==> images/m1.png <==
Scale bar: 20 microns. Supply wires on this layer in grey.
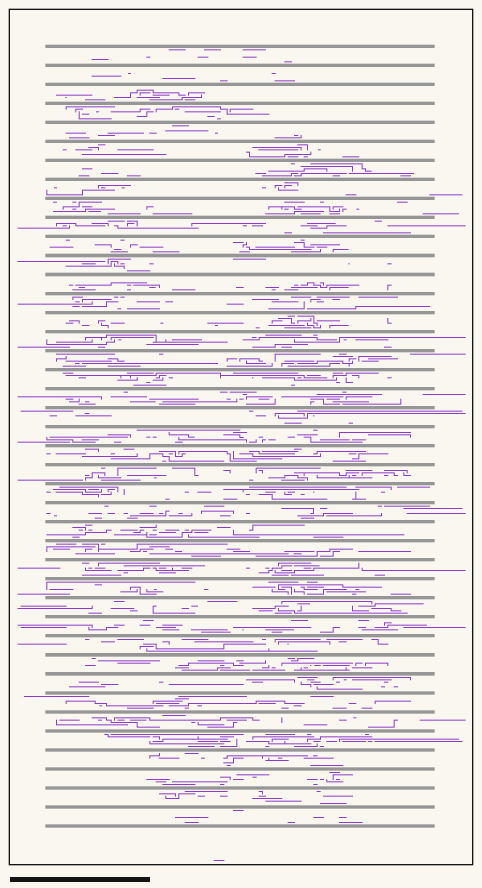
==> images/m2.png <==
Cells faint in the background.
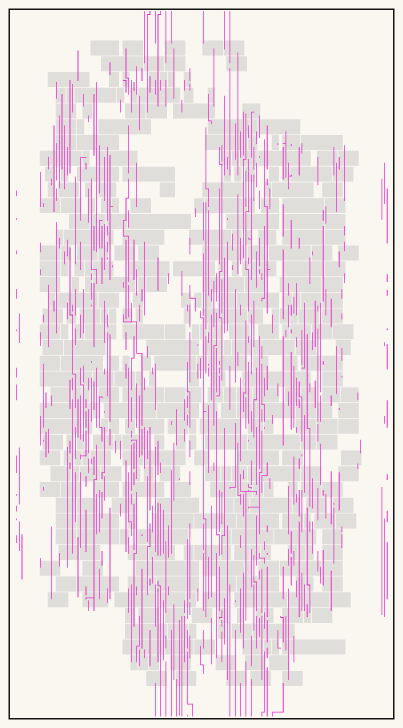
==> images/m3.png <==
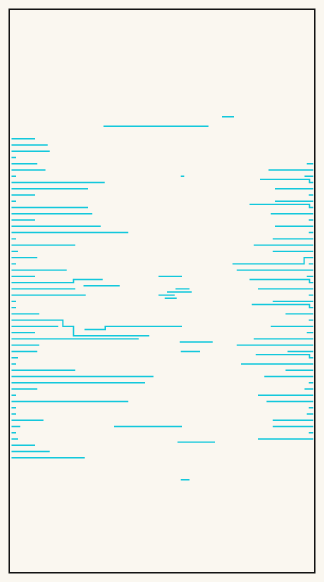
<file path="config.mk">
export PLATFORM = sky130hd
export DESIGN_NAME = memory_stage
export DESIGN_NICKNAME = d
export VERILOG_FILES = /design/src/rtl/memory_stage_pkg.sv /design/src/rtl/memory_stage.sv
export SDC_FILE = /design/constraint.sdc
export NUM_CORES = 1
export LEC_CHECK = 0
export CAP_MARGIN = 20
export CORE_ASPECT_RATIO = 2
export CORE_MARGIN = 5
export CORE_UTILIZATION = 41
export DETAILED_ROUTE_END_ITERATION = 10
export PLACE_DENSITY = 0.8
export SLEW_MARGIN = 20
export SYNTH_ARGS = -nofsm -noshare
export SYNTH_HDL_FRONTEND = slang
export SYNTH_SLANG_ARGS = --single-unit
export TNS_END_PERCENT = 50
</file>
<file path="constraint.sdc">
create_clock -name i_clk -period 1.8 [get_ports i_clk]
set_input_delay 0.36 -clock i_clk [delete_from_list [all_inputs] [get_ports i_clk]]
set_output_delay 0.36 -clock i_clk [all_outputs]
set_load 0.005 [all_outputs]
</file>
<file path="src/rtl/memory_stage_pkg.sv">
// Shared widths and state type for the memory stage; the widths mirror the
// RW/REGNO defines used across the core.
package memory_stage_pkg;

    localparam int MS_RW    = 16;
    localparam int MS_REGNO = 8;

    typedef enum logic {
        ST_IDLE     = 1'b0,
        ST_MEM_WAIT = 1'b1
    } ms_state_e;

endpackage

</file>
<file path="src/rtl/memory_stage.sv">
// Memory pipeline stage: forwards ALU results to writeback, or runs one
// req/ack data-bus transaction per memory instruction and writes back loads.
//
// Handshake: an instruction transfers on any rising edge where i_submit=1 and
// the stage is idle. o_ready reports idle, but is pulled low combinationally in
// the same cycle a memory instruction is presented, so execute stalls its next
// instruction until the bus transaction has finished. The bus request is held
// high with stable address/data/strobe until i_mem_ack; acks seen while no
// request is outstanding are ignored.
module memory_stage
    import memory_stage_pkg::*;
#(
    parameter int RW    = MS_RW,
    parameter int REGNO = MS_REGNO
) (
    input  logic             i_clk,
    input  logic             i_rst,
    output logic             o_ready,
    input  logic             i_submit,
    input  logic [RW-1:0]    i_data,
    input  logic [RW-1:0]    i_addr,
    input  logic [REGNO-1:0] i_reg_ie,
    input  logic             i_mem_access,
    input  logic             i_mem_we,
    output logic             o_mem_req,
    output logic             o_mem_we,
    output logic [RW-1:0]    o_mem_addr,
    output logic [RW-1:0]    o_mem_data,
    input  logic             i_mem_ack,
    input  logic [RW-1:0]    i_mem_data,
    output logic [REGNO-1:0] o_reg_ie,
    output logic [RW-1:0]    o_reg_data,
    output logic             o_dbg_state
);

    ms_state_e        state_q, state_d;
    logic             mem_req_q, mem_req_d;
    logic             mem_we_q, mem_we_d;
    logic [RW-1:0]    mem_addr_q, mem_addr_d;
    logic [RW-1:0]    mem_data_q, mem_data_d;
    logic [REGNO-1:0] mask_q, mask_d;
    logic [REGNO-1:0] reg_ie_q, reg_ie_d;
    logic [RW-1:0]    reg_data_q, reg_data_d;
    logic             ack_valid;

    assign ack_valid = i_mem_ack & mem_req_q;

    always_comb begin
        state_d    = state_q;
        mem_req_d  = mem_req_q;
        mem_we_d   = mem_we_q;
        mem_addr_d = mem_addr_q;
        mem_data_d = mem_data_q;
        mask_d     = mask_q;
        reg_data_d = reg_data_q;
        reg_ie_d   = '0;
        o_ready    = 1'b0;

        case (state_q)
            ST_IDLE: begin
                o_ready = ~(i_submit & i_mem_access);
                if (i_submit) begin
                    if (i_mem_access) begin
                        mem_req_d  = 1'b1;
                        mem_we_d   = i_mem_we;
                        mem_addr_d = i_addr;
                        mem_data_d = i_data;
                        mask_d     = i_reg_ie;
                        state_d    = ST_MEM_WAIT;
                    end else begin
                        reg_ie_d   = i_reg_ie;
                        reg_data_d = i_data;
                    end
                end
            end
            ST_MEM_WAIT: begin
                if (ack_valid) begin
                    mem_req_d = 1'b0;
                    mem_we_d  = 1'b0;
                    state_d   = ST_IDLE;
                    // Stores complete silently; loads return data to the masked register.
                    if (!mem_we_q) begin
                        reg_ie_d   = mask_q;
                        reg_data_d = i_mem_data;
                    end
                end
            end
            default: state_d = ST_IDLE;
        endcase
    end

    always_ff @(posedge i_clk) begin
        if (i_rst) begin
            state_q    <= ST_IDLE;
            mem_req_q  <= 1'b0;
            mem_we_q   <= 1'b0;
            mem_addr_q <= '0;
            mem_data_q <= '0;
            mask_q     <= '0;
            reg_ie_q   <= '0;
            reg_data_q <= '0;
        end else begin
            state_q    <= state_d;
            mem_req_q  <= mem_req_d;
            mem_we_q   <= mem_we_d;
            mem_addr_q <= mem_addr_d;
            mem_data_q <= mem_data_d;
            mask_q     <= mask_d;
            reg_ie_q   <= reg_ie_d;
            reg_data_q <= reg_data_d;
        end
    end

    assign o_mem_req   = mem_req_q;
    assign o_mem_we    = mem_we_q;
    assign o_mem_addr  = mem_addr_q;
    assign o_mem_data  = mem_data_q;
    assign o_reg_ie    = reg_ie_q;
    assign o_reg_data  = reg_data_q;
    assign o_dbg_state = state_q;

    // Execute must not present a new instruction while a bus transaction is open.
    property p_no_submit_while_busy;
        @(posedge i_clk) disable iff (i_rst) (state_q == ST_MEM_WAIT) |-> !i_submit;
    endproperty
    a_no_submit_while_busy: assert property (p_no_submit_while_busy);

endmodule

</file>
==> impl_metrics.env <==
# source this file to load flow results
export IMPL_critical_path_max_fanout=10
export IMPL_p_comb_frac=0.140
export IMPL_pg_comb_mw=0.586
export IMPL_seq_power_mw=1.61
export IMPL_critical_path_top_delay_family="buffers and inverters"
export IMPL_synth_edff_count=0
export IMPL_yosys_area_top_type="dfxtp_1"
export IMPL_switching_share=0.2101
export IMPL_dp_hpwl_microns=5693
export IMPL_r2r_end="o_reg_ie[6]"
export IMPL_finalNetCount=470
export IMPL_syn_avg_cell_area_sq_um=9.177
export IMPL_holdCritStartpoint="i_rst"
export IMPL_first_global_vias=2543
export IMPL_p_leak_nw=1.556
export IMPL_final_cell_mix="clkdlybuf4s50_1 (119), nand2_1 (81), dfxtp_1 (66)"
export IMPL_min_to="o_mem_data[0]"
export IMPL_rr_startpoint="o_dbg_state"
export IMPL_top_usage_layer="met2"
export IMPL_setup_violations=0
export IMPL_crit_buf_inv=1
export IMPL_cts_tree="built"
export IMPL_antenna_found_initial=0
export IMPL_postCtsHoldBufs=0
export IMPL_cts_root_buf="clkbuf_16"
export IMPL_path_clk_slew_ns=0.05
export IMPL_die_y_microns=122.2
export IMPL_power_density_mw_per_mm2=979.2
export IMPL_area_leaders="dfxtp_1 (52%), nand2_1 (12%), a21oi_1 (8.3%), mux2i_1 (6.2%), a211oi_2 (4.9%)"
export IMPL_area_delta_synth_final_pct=65.41
export IMPL_skew_ns=0.002492
export IMPL_worstHoldPathCells=2
export IMPL_ys_sh_xor=0
export IMPL_totalPowerFinal_mw=4.177
export IMPL_peakVddDrop_v=0.0006919
export IMPL_min_period_ns=1.674
export IMPL_fmax_mhz=597.4
export IMPL_synthesis_area_sq_mm=0.002579
export IMPL_route_detailed_drc=0
export IMPL_core_area_sq_mm=0.006207
export IMPL_hp_class="input port to register"
export IMPL_grt_ovfl_total=0
export IMPL_met1_usage=0.2236
export IMPL_initial_utilization=0.4154
export IMPL_ys_seq_elements=67
export IMPL_crit_chain="clkdlybuf4s50_1"
export IMPL_crit_path_start="o_dbg_state"
export IMPL_crit_path_max_incr_delay_ns=0.55
export IMPL_fp_nets=343
export IMPL_crit_type="register to primary output"
export IMPL_top_area_frac=0.5201
export IMPL_nFillCells=480
export IMPL_finalHoldViolCount=0
export IMPL_worst_ep_required_time_ns=1.44
export IMPL_ant_nets=0
export IMPL_internal_power_mw=3.299
export IMPL_synthDistinctLibCells=23
export IMPL_worst_pin_slew_ns=0.4239
export IMPL_grt_max_degree=37
export IMPL_syn_inst=281
export IMPL_cp_start_kind="register"
export IMPL_critPathArrivalTime_ns=1.31
export IMPL_pwr_share_seq=0.386
export IMPL_warnings=26
export IMPL_top_layer="met4"
export IMPL_cp_depth=1
export IMPL_globalRouteMet3Util=0.09410
export IMPL_status="complete, no violations"
export IMPL_final_setup_worst_slack_ns=0.1260
export IMPL_power_clock_fraction=0.474
export IMPL_seq_area_sq_mm=0.001343
export IMPL_cts_path_max_buffers=2
export IMPL_worst_slew_margin_rel=0.7174
export IMPL_n_antenna_cell=0
export IMPL_clock_latency_ns=0.32
export IMPL_fin_util=0.6872
export IMPL_pg_clk_mw=1.98
export IMPL_rsz0062_at_grt="false"
export IMPL_hold_ws_ns=0.4123
export IMPL_synth_logic_top_family="simple AND/OR/NAND/NOR gates"
export IMPL_netlist_top_cells_count="nand2_1 (81), dfxtp_1 (67), a21oi_1 (43)"
export IMPL_fin_crit_sh=0.9300
export IMPL_pre_cts_slack_ns=-0.07934
export IMPL_track_usage=0.1948
export IMPL_routed_via_density=4.996
export IMPL_synthAoiAreaFrac=0.1766
export IMPL_pin_count=122
export IMPL_routabilityCongestion=0.7767
export IMPL_dr_wl_met3_microns=932
export IMPL_num_rows=41
export IMPL_ys_cells=281
export IMPL_synth_mux_area_fraction=0.06211
-- m1.png (at the start) --
share of all routed wire = 40%
nets with wire on the layer = 402

-- m2.png (at the start) --
wire length on this layer = 3540 microns
main direction = vertical
nets with wire on the layer = 404
share of all routed wire = 47%
longest straight run = 34.7 microns
DRT Wirelength: 7592 microns
met2 Track Usage GR: 0.3093
routed vias: 2493

-- m3.png (at the start) --
main direction = horizontal
wire length on this layer = 932 microns
longest straight run = 30.6 microns
nets with wire on the layer = 104
share of all routed wire = 12%

-- per-stage QoR --
step / std cells / instance area, sq um
finish: 499 / 4265
detailed placement: 482 / 3911
global placement: 482 / 3911
CTS: 499 / 4265
floorplan: 281 / 2579
global route: 499 / 4265
-- registers in the layout (all words and copies together), names as in the netlist --
signal,count
o_mem_req,1
o_dbg_state,1
o_mem_addr,16
mask_q,8
o_reg_data,16
o_reg_ie,8
o_mem_data,16
o_mem_we,1
-- cell type report --
type	instances	area share
clock inverters	5	0.02347
repair buffers	139	0.3200
well taps	86	0.02523
flip-flops and latches	67	0.3148
multi-input cells	191	0.2596
clock buffers	11	0.05691
-- repair_timing --
| action | 4_1_cts | 5_1_grt |
|---|---|---|
| setup endpoints to repair | 2 | 0 |
| setup buffers | 1 | 0 |
| gates resized | 3 | 0 |
